<file path="src/rtl/alu_arb_pkg.sv">
// Shared types and constants for the ALU request arbiter: FSM states, ALU op codes, flag positions.
// Pure declarations, so there is no latency and no backpressure here.
package alu_arb_pkg;

  typedef enum logic [1:0] {
    IDLE = 2'd0,
    EXEC = 2'd1,
    RESP = 2'd2
  } state_t;

  localparam logic [2:0] OP_AND = 3'b000;
  localparam logic [2:0] OP_OR  = 3'b001;
  localparam logic [2:0] OP_ADD = 3'b010;
  localparam logic [2:0] OP_SUB = 3'b110;
  localparam logic [2:0] OP_SLT = 3'b111;

  localparam int FLAG_COUT = 2;
  localparam int FLAG_OVF  = 1;
  localparam int FLAG_ZERO = 0;

  typedef struct packed {
    logic [2:0]  op;
    logic [15:0] a;
    logic [15:0] b;
  } alu_req_t;

  function automatic logic [2:0] pack_flags(input logic cout, input logic ovf, input logic zero);
    logic [2:0] f;
    f            = '0;
    f[FLAG_COUT] = cout;
    f[FLAG_OVF]  = ovf;
    f[FLAG_ZERO] = zero;
    return f;
  endfunction

endpackage

</file>
<file path="src/rtl/alu_arb_pick.sv">
// Combinational winner select: round-robin from ptr with ALU_ARB_RR_EN, otherwise lowest index wins.
// Zero latency; no backpressure, grant is one-hot or zero and only ever covers a valid requester.
module alu_arb_pick
  import alu_arb_pkg::*;
#(
  parameter int NREQ = 4,
  parameter int IDXW = 2
) (
  input  logic [NREQ-1:0] valid,
`ifdef ALU_ARB_RR_EN
  input  logic [IDXW-1:0] ptr,
`endif
  output logic [NREQ-1:0] grant,
  output logic [IDXW-1:0] idx,
  output logic            any
);

  always_comb begin
    grant = '0;
    idx   = '0;
    any   = 1'b0;
`ifdef ALU_ARB_RR_EN
    // Walk NREQ slots starting at ptr; the first valid one wins.
    for (int k = 0; k < NREQ; k++) begin
      if (!any && valid[(int'(ptr) + k) % NREQ]) begin
        any                              = 1'b1;
        grant[(int'(ptr) + k) % NREQ]    = 1'b1;
        idx                              = IDXW'((int'(ptr) + k) % NREQ);
      end
    end
`else
    for (int k = 0; k < NREQ; k++) begin
      if (!any && valid[k]) begin
        any      = 1'b1;
        grant[k] = 1'b1;
        idx      = IDXW'(k);
      end
    end
`endif
  end

endmodule

</file>
<file path="src/rtl/alu_req_arbiter.sv">
// Shares one ALU16Bit among NREQ requesters; accept at T gives rsp_valid at T+2, one op in flight.
// Response held until rsp_ready; requests are only granted in IDLE or on the RESP handshake. ALU_ARB_RR_EN selects round-robin.
module alu_req_arbiter
  import alu_arb_pkg::*;
#(
  parameter int NREQ = 4,
  parameter int TAGW = 2
) (
  input  logic               clk,
  input  logic               rst_n,
  input  logic [NREQ-1:0]    req_valid,
  output logic [NREQ-1:0]    req_ready,
  input  logic [3*NREQ-1:0]  req_op,
  input  logic [16*NREQ-1:0] req_a,
  input  logic [16*NREQ-1:0] req_b,
  output logic [15:0]        alu_a,
  output logic [15:0]        alu_b,
  output logic [2:0]         alu_op,
  output logic               alu_cin,
  input  logic [15:0]        alu_result,
  input  logic               alu_cout,
  input  logic               alu_overflow,
  input  logic               alu_zero,
  output logic               rsp_valid,
  input  logic               rsp_ready,
  output logic [15:0]        rsp_result,
  output logic [2:0]         rsp_flags,
  output logic [TAGW-1:0]    rsp_tag
);

  localparam int IDXW = $clog2(NREQ);

  state_t          state;
  logic [NREQ-1:0] grant;
  logic [IDXW-1:0] win_idx;
  logic            win_any;
  logic            take;
  logic            accept;
  alu_req_t        win_req;

`ifdef ALU_ARB_RR_EN
  logic [IDXW-1:0] rr_ptr;

  alu_arb_pick #(.NREQ(NREQ), .IDXW(IDXW)) u_pick (
    .valid (req_valid),
    .ptr   (rr_ptr),
    .grant (grant),
    .idx   (win_idx),
    .any   (win_any)
  );
`else
  alu_arb_pick #(.NREQ(NREQ), .IDXW(IDXW)) u_pick (
    .valid (req_valid),
    .grant (grant),
    .idx   (win_idx),
    .any   (win_any)
  );
`endif

  // A grant slot exists in IDLE, or in RESP on the cycle the response is consumed.
  assign take      = rst_n && ((state == IDLE) || ((state == RESP) && rsp_ready));
  assign accept    = take && win_any;
  assign req_ready = take ? grant : '0;
  assign alu_cin   = alu_op[2];

  always_comb begin
    win_req    = '0;
    win_req.op = req_op[3*win_idx +: 3];
    win_req.a  = req_a[16*win_idx +: 16];
    win_req.b  = req_b[16*win_idx +: 16];
  end

  always_ff @(posedge clk) begin
    if (!rst_n) begin
      state      <= IDLE;
      alu_a      <= '0;
      alu_b      <= '0;
      alu_op     <= '0;
      rsp_valid  <= 1'b0;
      rsp_result <= '0;
      rsp_flags  <= '0;
      rsp_tag    <= '0;
`ifdef ALU_ARB_RR_EN
      rr_ptr     <= '0;
`endif
    end else begin
      if (accept) begin
        alu_op  <= win_req.op;
        alu_a   <= win_req.a;
        alu_b   <= win_req.b;
        rsp_tag <= TAGW'(win_idx);
`ifdef ALU_ARB_RR_EN
        rr_ptr  <= (win_idx == IDXW'(NREQ - 1)) ? '0 : win_idx + IDXW'(1);
`endif
      end
      case (state)
        IDLE: begin
          if (accept) state <= EXEC;
        end
        EXEC: begin
          rsp_result <= alu_result;
          rsp_flags  <= pack_flags(alu_cout, alu_overflow, alu_zero);
          rsp_valid  <= 1'b1;
          state      <= RESP;
        end
        RESP: begin
          if (rsp_ready) begin
            rsp_valid <= 1'b0;
            state     <= win_any ? EXEC : IDLE;
          end
        end
        default: state <= IDLE;
      endcase
    end
  end

endmodule

</file>
<file path="config.mk">
export PLATFORM = sky130hd
export DESIGN_NAME = alu_req_arbiter
export DESIGN_NICKNAME = d
export VERILOG_FILES = /design/src/rtl/alu_arb_pkg.sv /design/src/rtl/alu_arb_pick.sv /design/src/rtl/alu_req_arbiter.sv
export SDC_FILE = /design/constraint.sdc
export NUM_CORES = 1
export LEC_CHECK = 0
export CAP_MARGIN = 10
export CORE_UTILIZATION = 34
export CTS_BUF_LIST = sky130_fd_sc_hd__clkbuf_8
export DETAILED_ROUTE_END_ITERATION = 6
export PLACE_DENSITY = 0.82
export SLEW_MARGIN = 30
export SYNTH_ARGS = -nofsm -noshare
export SYNTH_HDL_FRONTEND = slang
export SYNTH_HIERARCHICAL = 1
export SYNTH_SLANG_ARGS = --single-unit
</file>
<file path="constraint.sdc">
create_clock -name clk -period 2 [get_ports clk]
set_input_delay 0.2 -clock clk [delete_from_list [all_inputs] [get_ports clk]]
set_output_delay 0.2 -clock clk [all_outputs]
set_load 0.005 [all_outputs]
</file>
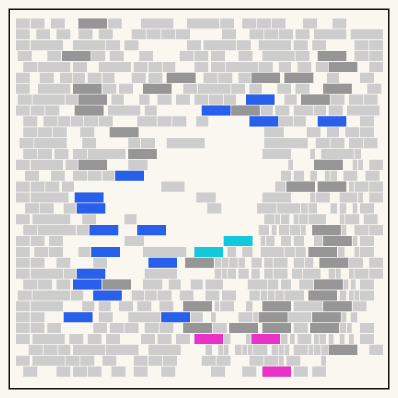
**Above:** where the registers sit.
(4 px per µm) Other sequential cells in the stronger gray, the rest of the logic in the fainter gray.
[state] cyan | flops: 2
[alu_b] blue | flops: 16
[rsp_flags] magenta | flops: 3
not colored: 38
register area: 0.00118 mm²
fraction of area in registers: 21.1%
post-route core utilization: 67.9%

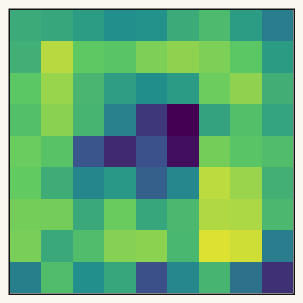
**Above:** cell density map.
(3 px per µm) The die is cut into 9 by 9 equal tiles; dark purple is low, yellow is high, 0 to 100% covered.
fullest tile: 95%
mean over tiles: 61%
emptiest ninth of the die: center
core area: 0.00826 mm²
floorplan-stage core utilization: 35.2%

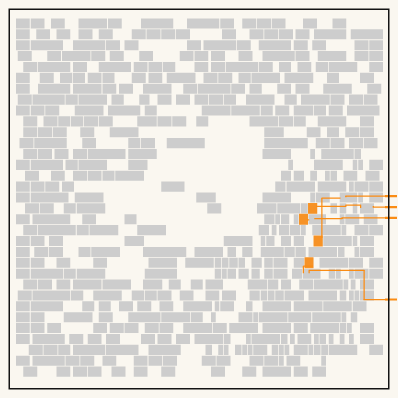
**Above:** wires at chosen ports, followed through buffers.
(4 px per µm)
[req_ready] orange | direction: output | end cells: 4 | buffers: 4 | wire: 91.0 µm

==> Flow_metrics.wiki <==
=== Physical design figures ===
{| class="wikitable"
! Metric !! Value
|-
| Number of top-level pins || 228
|-
| Layer with the highest usage || met2
|-
| CP Launch Type || flip-flop
|-
| Final design area excluding fillers || 0.00561 mm²
|-
| Combinational logic power || 1.02 mW
|-
| Class of the most critical setup path || flip-flop to primary output
|-
| LEAKAGE || 2.14 nW
|-
| CP max stage delay || between 0.4 and 0.5 ns
|-
| Top delay family on crit path || buffers and inverters
|-
| Required time of the critical path || between 1.5 and 2 ns
|-
| Levels on crit path || 5
|-
| Number of flip-flops and latches || between 50 and 60
|-
| Root buffer cell || clkbuf_8
|-
| Total chip power || between 3 and 4 mW
|-
| XOR/XNOR share of the synthesized area || 0%
|-
| Insertion delay to the later sink of the worst-skew pair || about 0.33 ns
|-
| Smallest hold slack || 0.268 ns
|-
| Count of pins over their slew limit || 0
|-
| Max-Cap Viols || 0
|-
| FILL cells || ~630
|-
| Cell-internal power || ~2.7 mW
|-
| Via density || 5.03
|-
| Fraction of the mapped netlist area in simple logic gates || 10.0%
|-
| Post-synth area from yosys stat || 0.00291 mm²
|-
| Met3 wirelength from detailed routing || 690 µm
|-
| Maximum fanout along the worst path || 5
|-
| Run status || finished clean
|-
| Tightest Hold Check Type || input pin to flip-flop
|-
| Hold depth || 4
|-
| Min-Delay Endpoint || rsp_valid
|-
| All-layer global routing usage || between 20% and 30%
|-
| Number of global-route vias before repair || 3018
|-
| Area of the mapped netlist || 0.00291 mm²
|-
| Clk. pwr || between 1 and 1.5 mW
|-
| Fraction of synthesized area in multiplexers || 27.9%
|-
| Count of multi-input combinational gates || 161
|-
| Yosys reg bits || approximately 60
|-
| Multi-input gate area || about 0.0016 mm²
|-
| FF-to-FF path depth || 3
|-
| Share of power burned in registers || 37.8%
|-
| Clock tree from TritonCTS || built
|-
| Source of the worst hold timing path || rsp_ready
|-
| Total DRC errors in the routed layout || 0
|-
| Achievable Freq || 520 MHz
|-
| Non-clock buffering overhead || 43.7%
|-
| Combinational cell fraction of total power || around 28%
|-
| Detailed placer's ending HPWL || ~7.4 mm
|-
| Transition time of the tightest slew-check pin || 0.586 ns
|-
| Worst setup EP type || primary output
|-
| Synthesis Warnings || 6
|-
| Non-Clock Inverter Count || 3
|-
| Number of buffers inserted by port buffering || 227
|-
| Area fraction in full adders, half adders and majority gates || 0%
|-
| R2R setup slack || 0.51 ns
|-
| Number of detailed-routing iterations run before antenna repair || 4
|-
| Leading cell types by total area after synthesis || dfxtp_1, mux4_2, a22o_1, mux4_1, nand2_1
|-
| Total tool warning count || 26
|-
| Sw frac || 24.7%
|-
| Cells after DPL || 571
|-
| Final std cells w/o fill || ~600
|-
| Count of standard-cell rows || 33
|-
| Area leader, netlist || dfxtp_1
|-
| Synthesized netlist net count || slightly above 400
|-
| Final clock-cell share || between 4 and 5%
|-
| Placed inst area || 0.00535 mm²
|-
| Final weighted congestion in routability-driven placement || between 0.7 and 0.8
|-
| Maximum count of clock buffers along a single path || 2
|-
| Largest vdd supply drop || 0.333 mV
|-
| CP Capture Point || req_ready[3]
|-
| Post_cts resized || 2
|-
| Level count of the clock H-tree || 3
|-
| Met3 usage in global routing || around 5.5%
|-
| Count of inserted antenna diode cells || 0
|-
| Minimum period implied by the final worst setup slack || 1.92 ns
|-
| Count of final hold-check violations || 0
|-
| Critical register-to-register path startpoint || state[1]
|-
| Met2 demand-to-capacity share in global routing || 39.3%
|-
| Total die area || 0.00893 mm²
|-
| Clock-pin slew of the registers on the worst-case setup and hold paths || approximately 0.07 ns
|-
| Wire length of the first global-routing pass || 14.1 mm
|-
| Pin count of the biggest net entering global routing || 37
|-
| CP startpoint || state[1]
|-
| Logic share of the area || 28.7%
|}
Power is estimated from default activity; no workload was simulated.
